--- config.mk ---
export PLATFORM = sky130hd
export DESIGN_NAME = llc_prio_input_sched
export DESIGN_NICKNAME = d
export VERILOG_FILES = /design/src/rtl/llc_prio_input_sched.sv
export SDC_FILE = /design/constraint.sdc
export NUM_CORES = 1
export LEC_CHECK = 0
export CAP_MARGIN = 20
export CORE_ASPECT_RATIO = 1.4
export CORE_MARGIN = 4
export CORE_UTILIZATION = 30
export DETAILED_ROUTE_END_ITERATION = 7
export PLACE_DENSITY = 0.62
export SLEW_MARGIN = 10
export SYNTH_ARGS = -nofsm -noshare
export SYNTH_HDL_FRONTEND = slang
export SYNTH_SLANG_ARGS = --single-unit
--- constraint.sdc ---
create_clock -name clk -period 2.2 [get_ports clk]
set_input_delay 0.22 -clock clk [delete_from_list [all_inputs] [get_ports clk]]
set_output_delay 0.22 -clock clk [all_outputs]
set_load 0.05 [all_outputs]
--- src/rtl/llc_prio_input_sched.sv ---
// llc_prio_input_sched: fixed-priority input scheduler for the LLC front end.
// Arbitrates NUM_CH channels plus a resume source into a DEPTH-entry decision
// FIFO whose head feeds the lookup stage over valid/ready.
// Optional feature macro: LLC_ISCHED_STARVE_EN (per-channel anti-starvation).
//
// state        | meaning
// count == 0   | FIFO empty, out_valid low
// 0<count<DEPTH| FIFO partially filled, push and pop both allowed
// count==DEPTH | FIFO full, grants suppressed until a pop
`ifndef LINE_ADDR_BITS
`define LINE_ADDR_BITS 16
`endif
`ifndef LLC_SET_BITS
`define LLC_SET_BITS 6
`endif

module llc_prio_input_sched #(
  parameter int NUM_CH     = 4,
  parameter int DEPTH      = 2,
  parameter int ADDR_W     = `LINE_ADDR_BITS,
  parameter int SET_BITS   = `LLC_SET_BITS,
  parameter int STARVE_MAX = 15,
  parameter int MATCH_CH   = 0,
  localparam int CH_W      = $clog2(NUM_CH + 1),
  localparam int TAG_W     = ADDR_W - SET_BITS
) (
  input  logic                     clk,
  input  logic                     rst,
  input  logic [NUM_CH-1:0]        ch_valid,
  input  logic [NUM_CH-1:0]        ch_block,
  input  logic [NUM_CH*ADDR_W-1:0] ch_addr,
  output logic [NUM_CH-1:0]        ch_get,
  input  logic                     resume_valid,
  input  logic [ADDR_W-1:0]        resume_addr,
  output logic                     resume_ack,
  output logic                     out_valid,
  input  logic                     out_ready,
  output logic [CH_W-1:0]          out_ch,
  output logic [TAG_W-1:0]         out_tag,
  output logic [SET_BITS-1:0]      out_set,
  input  logic                     stall_active,
  input  logic [TAG_W-1:0]         stall_tag,
  input  logic [SET_BITS-1:0]      stall_set,
  output logic                     clr_stall,
  output logic                     fifo_full,
  output logic                     idle
);

  localparam int PTR_W = (DEPTH > 1) ? $clog2(DEPTH) : 1;
  localparam int CNT_W = $clog2(DEPTH + 1);

  logic [CH_W-1:0]     mem_ch  [DEPTH];
  logic [TAG_W-1:0]    mem_tag [DEPTH];
  logic [SET_BITS-1:0] mem_set [DEPTH];
  logic [PTR_W-1:0]    rd_ptr, wr_ptr;
  logic [CNT_W-1:0]    count;

  logic [NUM_CH-1:0]   cand;
  logic [NUM_CH-1:0]   starved;
  logic                push, pop;
  logic [CH_W-1:0]     push_ch;
  logic [ADDR_W-1:0]   push_addr;

  assign cand      = ch_valid & ~ch_block;
  assign fifo_full = (count == CNT_W'(DEPTH));
  assign out_valid = (count != '0);
  assign out_ch    = mem_ch[rd_ptr];
  assign out_tag   = mem_tag[rd_ptr];
  assign out_set   = mem_set[rd_ptr];
  assign pop       = out_valid & out_ready;
  assign push      = resume_ack | (|ch_get);
  assign idle      = ~(|cand) & ~resume_valid & ~out_valid;

  // Resume beats a match at the FIFO head only by channel id: resume entries
  // carry NUM_CH, which can never equal MATCH_CH.
  assign clr_stall = pop && (out_ch == CH_W'(MATCH_CH)) && stall_active &&
                     (out_tag == stall_tag) && (out_set == stall_set);

`ifdef LLC_ISCHED_STARVE_EN
  logic [7:0] starve_cnt [NUM_CH];

  // Starvation flag only counts while the channel is still a candidate.
  always_comb begin
    for (int i = 0; i < NUM_CH; i++)
      starved[i] = cand[i] && (starve_cnt[i] >= 8'(STARVE_MAX));
  end

  // Saturating wait counters, cleared on grant or loss of candidacy.
  always_ff @(posedge clk or negedge rst) begin
    if (!rst) begin
      for (int i = 0; i < NUM_CH; i++) starve_cnt[i] <= '0;
    end else begin
      for (int i = 0; i < NUM_CH; i++) begin
        if (ch_get[i] || !cand[i])      starve_cnt[i] <= '0;
        else if (starve_cnt[i] != 8'hFF) starve_cnt[i] <= starve_cnt[i] + 8'd1;
      end
    end
  end
`else
  assign starved = '0;
`endif

  // Grant selection: resume, then lowest starved, then lowest candidate.
  always_comb begin
    int sel;
    logic found;
    ch_get     = '0;
    resume_ack = 1'b0;
    sel        = 0;
    found      = 1'b0;
    push_ch    = CH_W'(NUM_CH);
    push_addr  = resume_addr;
    if (!fifo_full) begin
      if (resume_valid) begin
        resume_ack = 1'b1;
      end else begin
        for (int i = NUM_CH - 1; i >= 0; i--) begin
          if (cand[i]) begin
            sel   = i;
            found = 1'b1;
          end
        end
        for (int i = NUM_CH - 1; i >= 0; i--) begin
          if (starved[i]) sel = i;
        end
        if (found) begin
          ch_get[sel] = 1'b1;
          push_ch     = CH_W'(sel);
          push_addr   = ch_addr[sel*ADDR_W +: ADDR_W];
        end
      end
    end
  end

  // Circular decision FIFO; pointers wrap modulo DEPTH, no bypass when full.
  always_ff @(posedge clk or negedge rst) begin
    if (!rst) begin
      rd_ptr <= '0;
      wr_ptr <= '0;
      count  <= '0;
      for (int i = 0; i < DEPTH; i++) begin
        mem_ch[i]  <= '0;
        mem_tag[i] <= '0;
        mem_set[i] <= '0;
      end
    end else begin
      if (push) begin
        mem_ch[wr_ptr]  <= push_ch;
        mem_tag[wr_ptr] <= push_addr[ADDR_W-1:SET_BITS];
        mem_set[wr_ptr] <= push_addr[SET_BITS-1:0];
        wr_ptr <= (wr_ptr == PTR_W'(DEPTH - 1)) ? '0 : wr_ptr + PTR_W'(1);
      end
      if (pop) begin
        rd_ptr <= (rd_ptr == PTR_W'(DEPTH - 1)) ? '0 : rd_ptr + PTR_W'(1);
      end
      if (push && !pop)      count <= count + CNT_W'(1);
      else if (pop && !push) count <= count - CNT_W'(1);
    end
  end

endmodule

layer_met2.png
Bar = 20 µm.
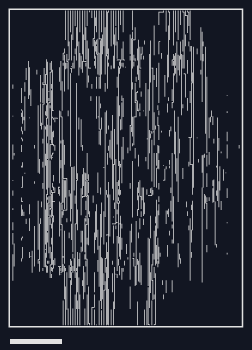
- nets with wire on the layer: 483
- main direction: vertical
met2 usage: 31.3%
final WL: 9320 µm
via count: 2,878

clk_routes.png
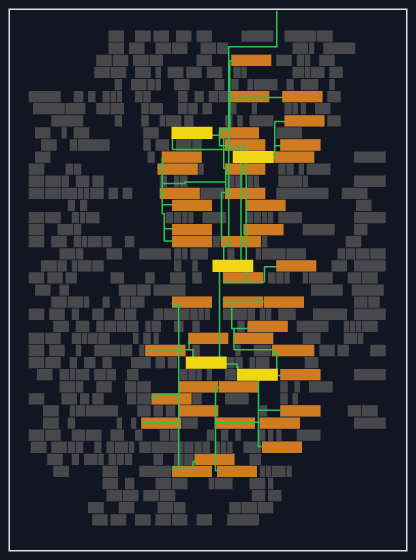
- yellow: clock drivers (count 5)
- orange: flip-flops (count 42)
- green: clock wires (length 508 µm)
- routed clock nets: 6
clock network latency to the later pin of the worst-skew pair: 0.28 ns
Worst Clk Skew: 0.00278 ns

placement_by_type.png
Bar = 20 µm. Fill, decap, tap and diode cells in gray.
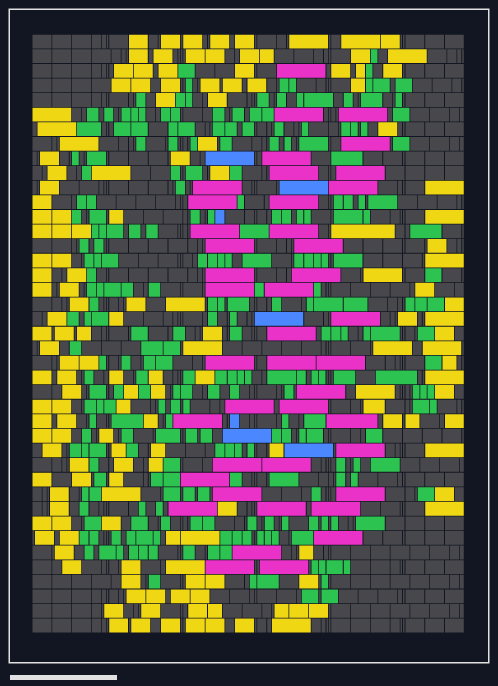
- yellow: remaining buffers and delay cells (cells 158; share of their area 38%)
- green: combinational and other logic (cells 262; share of their area 36%)
- blue: clock drivers and dummy loads (cells 7; share of their area 2.9%)
- magenta: sequential cells (cells 42; share of their area 23%)

power_grid.png
Pins as bars on the die edge. Tap cells in gray.
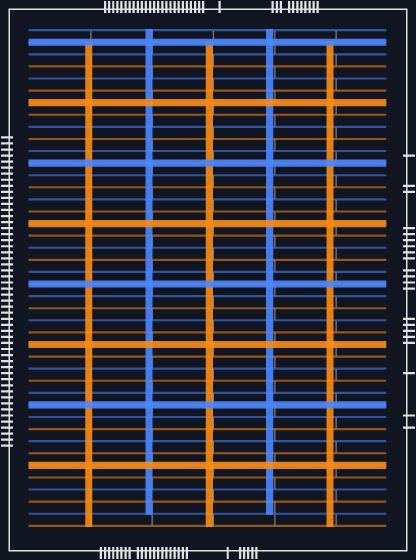
- orange: VSS
- blue: VDD
- met1 rails: 42
- tap cells: 107
- met5 straps: 8
- signal pins: 137

placement.png
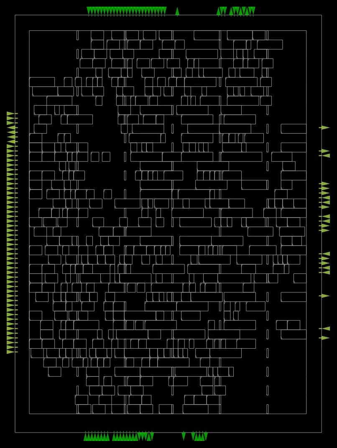
Seq Cell Count: 42
well-tap cell count: 107
fill cell instance count of the final layout: 818
area of the core region: 0.00898 mm²

==> summary.txt <==
Status - finished with violations
Violations in the final reports - negative setup slack
Hold-fix buffers at CTS - 0
Cell Pwr Density - 1370 mW/mm²
Placed cell count - 568
Util after Layout - 53.1%
Comb. pwr - 4480 µW
Worst slew margin relative to its limit - 40.3%
Critical Path Max Stage Delay - 0.44 ns
Post-Synthesis Mean Instance Area - 8.36 µm²
Most heavily used metal layer in global routing - met2
Largest net degree at the start of global routing - 43
Share of power burned in the clock network - 10.4%
Top pwr grp - combinational cells
GP Congestion - 0.831
Critical Path End - clr_stall
Area-dominant cell class after layout - non-clock buffers
Post-route ant nets - 0
Series of cell instances along the critical path - bufbuf_16 -> mux2_4 -> xnor2_2 -> nand4b_1 -> nor4_4 -> buf_12
Routed length per placed instance - 16.2 µm
Largest fanout on the critical path - 6
Final non-filler cell area - 0.00477 mm²
Hold Slack - 0.0637 ns
Kind of launch point of the worst setup path - flop
Largest registers - mem_tag x20, mem_set x12, mem_ch x6
Share of flip-flops with an asynchronous set or reset - 100%
H-tree lvl count - 2
Final worst path period need - 2.42 ns
Smallest setup slack after layout - -0.220 ns
Gate count after technology mapping - 330
Vias in the first global route - 3,057
GRT Residual Overflow - 0
Gate family responsible for the most delay along the worst path - simple AND/OR/NAND/NOR gates
Number of sinks on the clock net - 42
Multi-input combinational cell count - 258
Hold crit path type - in2async
Avg Vias per Cell - 5.00
Overall global routing resource usage - 17.6%
Largest Register - mem_tag
Post-route insts no fill - 576
Area after DPL - 0.00458 mm²
Met3 routed WL - 647 µm
Transition time of the tightest slew-check pin - 0.896 ns
Final setup violation count - 1
Number of placed I/O pins - 137
FF-to-FF path depth - 5
Area share, top type - 38.1%
Clk_buf instances - 5
Sequential-cell power consumption - 1380 µW
FP Core Util - 30.7%
Top cells by instance count after synthesis - nand2_1 (44), dfrtp_1 (42), o21ai_0 (36)
Worst VDD drop - 851 µV
Wire length the detailed router placed on met1 - 3530 µm
Proportion of cell area occupied by registers - 22.1%
P_int - 3640 µW
Port-buffer cells - 136
Classification of the worst setup path - reg2out
Post-layout net count - 579
Antenna Cells - 0
TNS Setup - -0.220 ns
Data required time of the critical path - 1.98 ns
Comb/total area - 34.6%
Nonclk buf count - 158
Iteration-0 DRC Markers - 116
Top layer used by detailed routing - met4
Synth logic family - simple AND/OR/NAND/NOR gates
Seq cells post-synth - 42
CTS Buffer Depth - 2
Tally of max-capacitance violations - 0
Max stage delay cell, worst path - dfrtp_2
Clock root buffer - clkbuf_16
Critical path endpoint category - output pin
Combinational share of power - 68.5%
Yosys stat cell total - 330
Full die area - 0.0108 mm²
Row Count - 41
Non-clock buffering overhead - 37.4%
Combined area of the multi-input logic cells - 0.00165 mm²
Final count of hold timing violations - 0
Commonest register cell after synthesis - dfrtp_1
Initial DRT Pass Iterations - 5
Total chip power - 6530 µW
Worst reg-to-reg setup slack - 0.19 ns
Final period util - 110%
Number of gates resized after CTS - 4
Top cells, area - dfrtp_1 (38%), o21ai_0 (6.5%), mux2_2 (6.1%)
Detailed placer's ending HPWL - 7720 µm
Maximum frequency from static timing analysis - 413 MHz
Tool warnings - 29
Post-CTS clock slew at the launch and capture registers of the worst setup and hold paths - 0.06 ns
Number of flip-flops in the largest register - 20
Multiplexer fraction of the synthesized cell area - 8.16%
Count of library flops with an enable pin - 0
Postcts setup bufs - 0
Clk tree area frac - 2.83%
Crit path buffers/inverters - 2
Post-synthesis sequential area ratio - 38.1%
GRT met3 Usage - 3.60%
Beginning of the critical path - rd_ptr
Global-route wire length before repair - 14,800 µm
Most common logic cells in the final layout - clkdlybuf4s50_1 (108), nand2_1 (44), dfrtp_1 (41)
Endpoint of the worst-slack reg-to-reg timing path - mem_tag[5]
Leak pwr - 0.00198 µW
Yosys simple share - 25.5%
Sw Ratio - 44.2%
Data arrival, critical path - 2.20 ns
Number of buffers added by the clock tree synthesis step - 5
Floorplan die width - 89.1 µm
Number of logic stages on the critical path including buffering - 6
Area added between synthesis and finish - 72.8%
Unique cell type count in the Yosys netlist - 34
Part of the total power dissipated in sequential elements - 21.1%
Drc violations - 0
Start of the worst register-to-register path - count[0]
Unrepaired setup endpoints after global routing - true
Metal2 WL - 4950 µm
Fraction of synthesized cell area in xor and xnor cells - 5.39%
Library cell with the highest instance count after synthesis - nand2_1
Routing usage on met1 - 20.4%
Dpl ws - 0.0396 ns
Adder-cell area share of the yosys netlist - 0.453%
Number of antenna violations at the first check in global routing - 0
Power and IR drop assume default switching activity.
